Fig. 1: floorplan with the power grid
Bar = 50 microns. Pins as bars on the die edge.
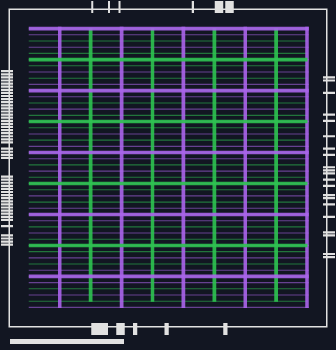
Fig. 2: cells coloured by class
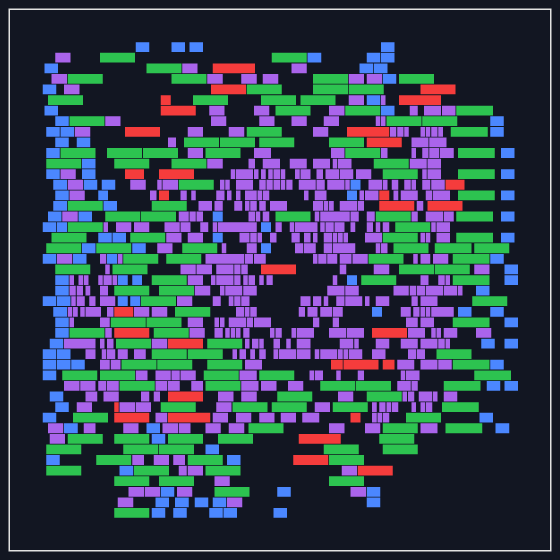
===== config.mk =====
export PLATFORM = sky130hd
export DESIGN_NAME = event_dispatcher
export DESIGN_NICKNAME = d
export VERILOG_FILES = /design/src/rtl/event_dispatcher.sv
export SDC_FILE = /design/constraint.sdc
export NUM_CORES = 1
export LEC_CHECK = 0
export CAP_MARGIN = 25
export CORE_MARGIN = 8
export CORE_UTILIZATION = 45
export DETAILED_ROUTE_END_ITERATION = 12
export PLACE_DENSITY = 0.79
export SKIP_LAST_GASP = 1
export SLEW_MARGIN = 25
export SYNTH_ARGS = -nofsm -noshare
export SYNTH_HDL_FRONTEND = slang
export SYNTH_SLANG_ARGS = --single-unit

===== constraint.sdc =====
create_clock -name clk -period 7.8 [get_ports clk]
set_input_delay 1.17 -clock clk [delete_from_list [all_inputs] [get_ports clk]]
set_output_delay 1.17 -clock clk [all_outputs]
set_load 0.02 [all_outputs]

===== src/rtl/event_dispatcher.sv =====
// event_dispatcher
//   Issue side of the core event interface. Accepts the head event of the
//   pending-event queue, assigns it to the lowest-index idle, non-stalled
//   core, and emits a registered {LP, time} message with a one-cycle strobe.
//   Tracks per-core busy state, blocks events whose LP is already in flight,
//   and reports the minimum in-flight timestamp (gvt).
//
// Ports
//   clk           in   clock, all state on rising edge
//   reset_n       in   asynchronous active-low reset
//   ev_msg        in   head event {LP field, time}
//   ev_vld        in   ev_msg valid
//   ev_rdy        out  event accepted this cycle (combinational)
//   stall         in   per-core stall, excludes a core from selection
//   done_vld      in   a core finished its event
//   done_core_id  in   core reporting completion
//   msg           out  dispatched event (registered)
//   core_id       out  target core (registered)
//   sent_msg_vld  out  one-cycle dispatch strobe
//   busy          out  per-core busy vector
//   gvt           out  minimum timestamp over busy cores
//   err           out  sticky protocol error (completion from an idle/invalid core)
module event_dispatcher #(
    parameter int NUM_CORE = 4,
    parameter int NUM_LP   = 8,
    parameter int TIME_WID = 16,
    parameter int MSG_WID  = 32,
    parameter int NB_CORE  = $clog2(NUM_CORE),
    parameter int NB_LP    = $clog2(NUM_LP)
) (
    input  logic                clk,
    input  logic                reset_n,
    input  logic [MSG_WID-1:0]  ev_msg,
    input  logic                ev_vld,
    output logic                ev_rdy,
    input  logic [NUM_CORE-1:0] stall,
    input  logic                done_vld,
    input  logic [NB_CORE-1:0]  done_core_id,
    output logic [MSG_WID-1:0]  msg,
    output logic [NB_CORE-1:0]  core_id,
    output logic                sent_msg_vld,
    output logic [NUM_CORE-1:0] busy,
    output logic [TIME_WID-1:0] gvt,
    output logic                err
);

    logic [MSG_WID-1:0]  msg_q;
    logic [NB_CORE-1:0]  core_id_q;
    logic                sent_q;
    logic [NUM_CORE-1:0] busy_q, busy_d;
    logic [TIME_WID-1:0] gvt_q, gvt_d;
    logic                err_q, err_d;
    logic [NB_LP-1:0]    lp_q   [NUM_CORE];
    logic [TIME_WID-1:0] time_q [NUM_CORE];

    logic [NB_LP-1:0]    ev_lp;
    logic [TIME_WID-1:0] ev_time;
    logic [NUM_CORE-1:0] cand;
    logic [NB_CORE-1:0]  sel;
    logic                any_cand;
    logic                conflict;
    logic                done_in_range;
    logic                done_ok;

    // Only the low NB_LP bits of the LP field identify the LP.
    assign ev_lp   = ev_msg[TIME_WID+NB_LP-1:TIME_WID];
    assign ev_time = ev_msg[TIME_WID-1:0];
    assign cand    = ~busy_q & ~stall;

    always_comb begin
        sel      = '0;
        any_cand = 1'b0;
        for (int c = NUM_CORE - 1; c >= 0; c--) begin
            if (cand[c]) begin
                sel      = NB_CORE'(c);
                any_cand = 1'b1;
            end
        end
    end

    always_comb begin
        conflict = 1'b0;
        for (int c = 0; c < NUM_CORE; c++) begin
            if (busy_q[c] && (lp_q[c] == ev_lp)) conflict = 1'b1;
        end
    end

    assign ev_rdy = ev_vld && any_cand && !conflict;

    assign done_in_range = (32'(done_core_id) < NUM_CORE);
    assign done_ok       = done_vld && done_in_range && busy_q[done_core_id];

    // A completing core is busy and a selected core is idle in the registered
    // view, so the clear and the set can never hit the same bit.
    always_comb begin
        busy_d = busy_q;
        if (done_ok) busy_d[done_core_id] = 1'b0;
        if (ev_rdy)  busy_d[sel]          = 1'b1;
    end

    always_comb begin
        err_d = err_q;
        if (done_vld && !done_ok) err_d = 1'b1;
    end

    // gvt looks at the busy set before this edge's updates.
    always_comb begin
        gvt_d = {TIME_WID{1'b1}};
        for (int c = 0; c < NUM_CORE; c++) begin
            if (busy_q[c] && (time_q[c] < gvt_d)) gvt_d = time_q[c];
        end
    end

    always_ff @(posedge clk or negedge reset_n) begin
        if (!reset_n) begin
            msg_q     <= '0;
            core_id_q <= '0;
            sent_q    <= 1'b0;
            busy_q    <= '0;
            gvt_q     <= {TIME_WID{1'b1}};
            err_q     <= 1'b0;
            for (int c = 0; c < NUM_CORE; c++) begin
                lp_q[c]   <= '0;
                time_q[c] <= '0;
            end
        end else begin
            sent_q <= ev_rdy;
            busy_q <= busy_d;
            gvt_q  <= gvt_d;
            err_q  <= err_d;
            if (ev_rdy) begin
                msg_q          <= ev_msg;
                core_id_q      <= sel;
                lp_q[sel]      <= ev_lp;
                time_q[sel]    <= ev_time;
            end
        end
    end

    assign msg          = msg_q;
    assign core_id      = core_id_q;
    assign sent_msg_vld = sent_q;
    assign busy         = busy_q;
    assign gvt          = gvt_q;
    assign err          = err_q;

endmodule


==> design notes <==
Counting every instance in the synthesized netlist gives 586. Counting flops with a built-in enable in the synthesized netlist gives 0. The count of unique library cells instantiated by Yosys came out at 51. Post-route period utilization is reported as 90.65%. Number of antenna violations at the first check in global routing: 0. According to the floorplan report, the total die area is 19,250 sq um. Looking at the critical path, the highest net fanout was 16. The flow ran to the end, and the final reports show no timing, DRC or antenna violations.

Clock tree root buffer cell: clkbuf_16. The cell type that accounts for the most area after synthesis is dfrtp_1. Pin placement for this block handled 99 I/O pins.

The run gives 5,334 for the number of global-route vias before repair. The later pin in the worst-skew pair is clocked with a latency of 0.42 ns. The cell with the largest stage delay on the worst path is nor4_1. The run gives 7460 microns for the post-route met1 wirelength. TritonCTS built the clock tree. Summing the sequential cell areas from Yosys gives 49.02% of the chip area. According to the finish report, the design has a final net count of 780.

The top cell type by area accounts for 42.82% of the synthesized area. When the netlist entered floorplanning its net count stood at 670. Once the clock tree was built, the resizer swapped 0 gates to a different size.

In the global route stage, overall resource usage came out at 18.21%. The worst setup path is launched from a flip-flop. The clock buffer count from CTS is 17. The final layout report lists a filler cell count of 1,222.

Summing all multi-input logic gate instances after layout gives 3229 sq um. In this run the standard cell core region covers 14,980 sq um. After detailed routing, the number of vias per cell comes to 5.456. The count of buffers from port buffering is 98, and the post-route minimum period is 7.070 ns. The synthesis report lists the Yosys warning total as 0.

Signal nets in the final route climb as high as met4. In the final report, the number of endpoints failing setup comes to 0. The average instance area after synthesis works out to 11.57 sq um. The most used flip-flop cell after synthesis is dfrtp_1. The critical path in this run is classified as reg2reg. The worst register-to-register path depth is 30.

The number of stages on the worst hold path is 1, and the biggest cell delay along the critical path is 0.52 ns. The run gives 0 for the count of unresolved DRC violations after routing. The post-detailed-route count of antenna-violating nets was 0.

The count of TritonRoute iterations in the first routing pass was 5. Post-synthesis to final-layout area growth: 27.96%. Per the CTS log, the buffer count on the longest clock path is 2.

For the chip area line of the yosys report, the log shows 6779 sq um. The initialized floorplan defines 45 standard-cell rows. Looking at the max-slew report, the worst-margin pin has a slew of 0.8880 ns.
Back to the opening pictures, Fig. 1:
green -> VDD
purple -> VSS
met1 rails = 46
signal pins = 99

Back to the opening pictures, Fig. 2:
purple -> combinational and other logic  # cells 433, share of their area 40%
blue -> other buffers and delay cells  # cells 112, share of their area 13%
red -> clock drivers and dummy loads  # cells 32, share of their area 7.9%
green -> flops  # cells 132, share of their area 39%

[registers in the layout (all words and copies together), names as in the netlist]
name / cells
time_q: 64
msg: 32
gvt: 16
lp_q: 12
busy: 4
core_id: 2
err: 1
sent_msg_vld: 1
[worst max-delay path by stage]
stage	startpoint	endpoint	slack [ns]	cells past startpoint
after detailed placement	time_q[49]	gvt[0]	0.34	28
after global routing	time_q[48]	gvt[0]	0.18	29
after CTS	time_q[49]	gvt[0]	0.34	28
after global placement	time_q[48]	gvt[0]	0.74	28
final	time_q[48]	gvt[0]	0.73	30
after floorplan	time_q[48]	gvt[11]	1.61	31
[layout by cell type (no fill, tap or decap), drive strengths merged, types with 5 or more instances in the layout]
| cell | instances |
|---|---|
| nor3 | 5 |
| bufinv | 5 |
| o21ai | 32 |
| nand4 | 15 |
| mux2 | 92 |
| nor2 | 46 |
| nand2 | 32 |
| mux2i | 29 |
| inv | 37 |
| dfrtp | 116 |
| clkbuf | 21 |
| clkdlybuf4s50 | 97 |
| ha | 42 |
| buf | 15 |
| a21o | 8 |
| dfstp | 16 |
| a21oi | 31 |
| nand3 | 5 |
| xnor2 | 12 |
| nor2b | 5 |
[cell families (layout without fill, tap and decap cells)]
group	Yosys count	in the layout	share of synthesized area, %
AND-OR/OR-AND	96	96	9.524
XOR/XNOR	12	12	1.550
adder cells (fa/ha/maj)	42	42	7.752
buffers and inverters	57	180	3.599
flip-flops	132	132	49.02
multiplexers	122	122	19.90
AND/OR/NAND/NOR	125	125	8.657
[worst max-delay path: cells and delay by family, from the launching register on]
kind                     cells  cell delay, ns
adder cells (fa/ha/maj)      3            0.93
buffers and inverters        4            0.69
AND-OR/OR-AND               14            3.02
flip-flops                   1            0.39
multiplexers                 2            0.67
AND/OR/NAND/NOR              7            1.29
[what timing repair did]
item                       4_1_cts  5_1_grt
setup endpoints to repair        0       16
hold endpoints to repair         0        0
setup buffers                    0        5
[per-layer routing]
metal	vias up	GRT usage, %
met5	-	0
met4	0	7.452
met3	25	5.680
met2	164	29.16
met1	2388	22.44
li1	2317	-
[layout make-up]
cell class,count,area share [%]
timing repair buffer,112,12.49
inverter,36,1.558
sequential,132,38.31
clock buffer,21,5.423
clock inverter,11,2.279
multi-input combinational,397,37.23
tap,188,2.712
[metrics by stage]
stage               cell area [sq um]  setup slack, ns  hold slack, ns  utilization [%]  std cells
finish                           8675           0.7296          0.5006            57.92        897
global route                     8675           0.1759          0.5306            57.92        897
CTS                              8630           0.3420          0.5025            57.62        892
detailed placement               7961           0.3390          0.4740            53.16        860
global placement                 7961           0.7429          0.4712            53.16        860
floorplan                        6779            1.612          0.4800                -        586
[cell usage after synthesis, types with 8 or more instances]
cell,number
inv_1,36
dfstp_2,16
mux2_2,92
dfrtp_1,116
nor2_1,46
nand2_1,32
a21o_1,8
mux2i_1,29
a21oi_1,30
ha_1,42
nand4_1,15
clkbuf_1,13
o21ai_0,29
xnor2_1,12
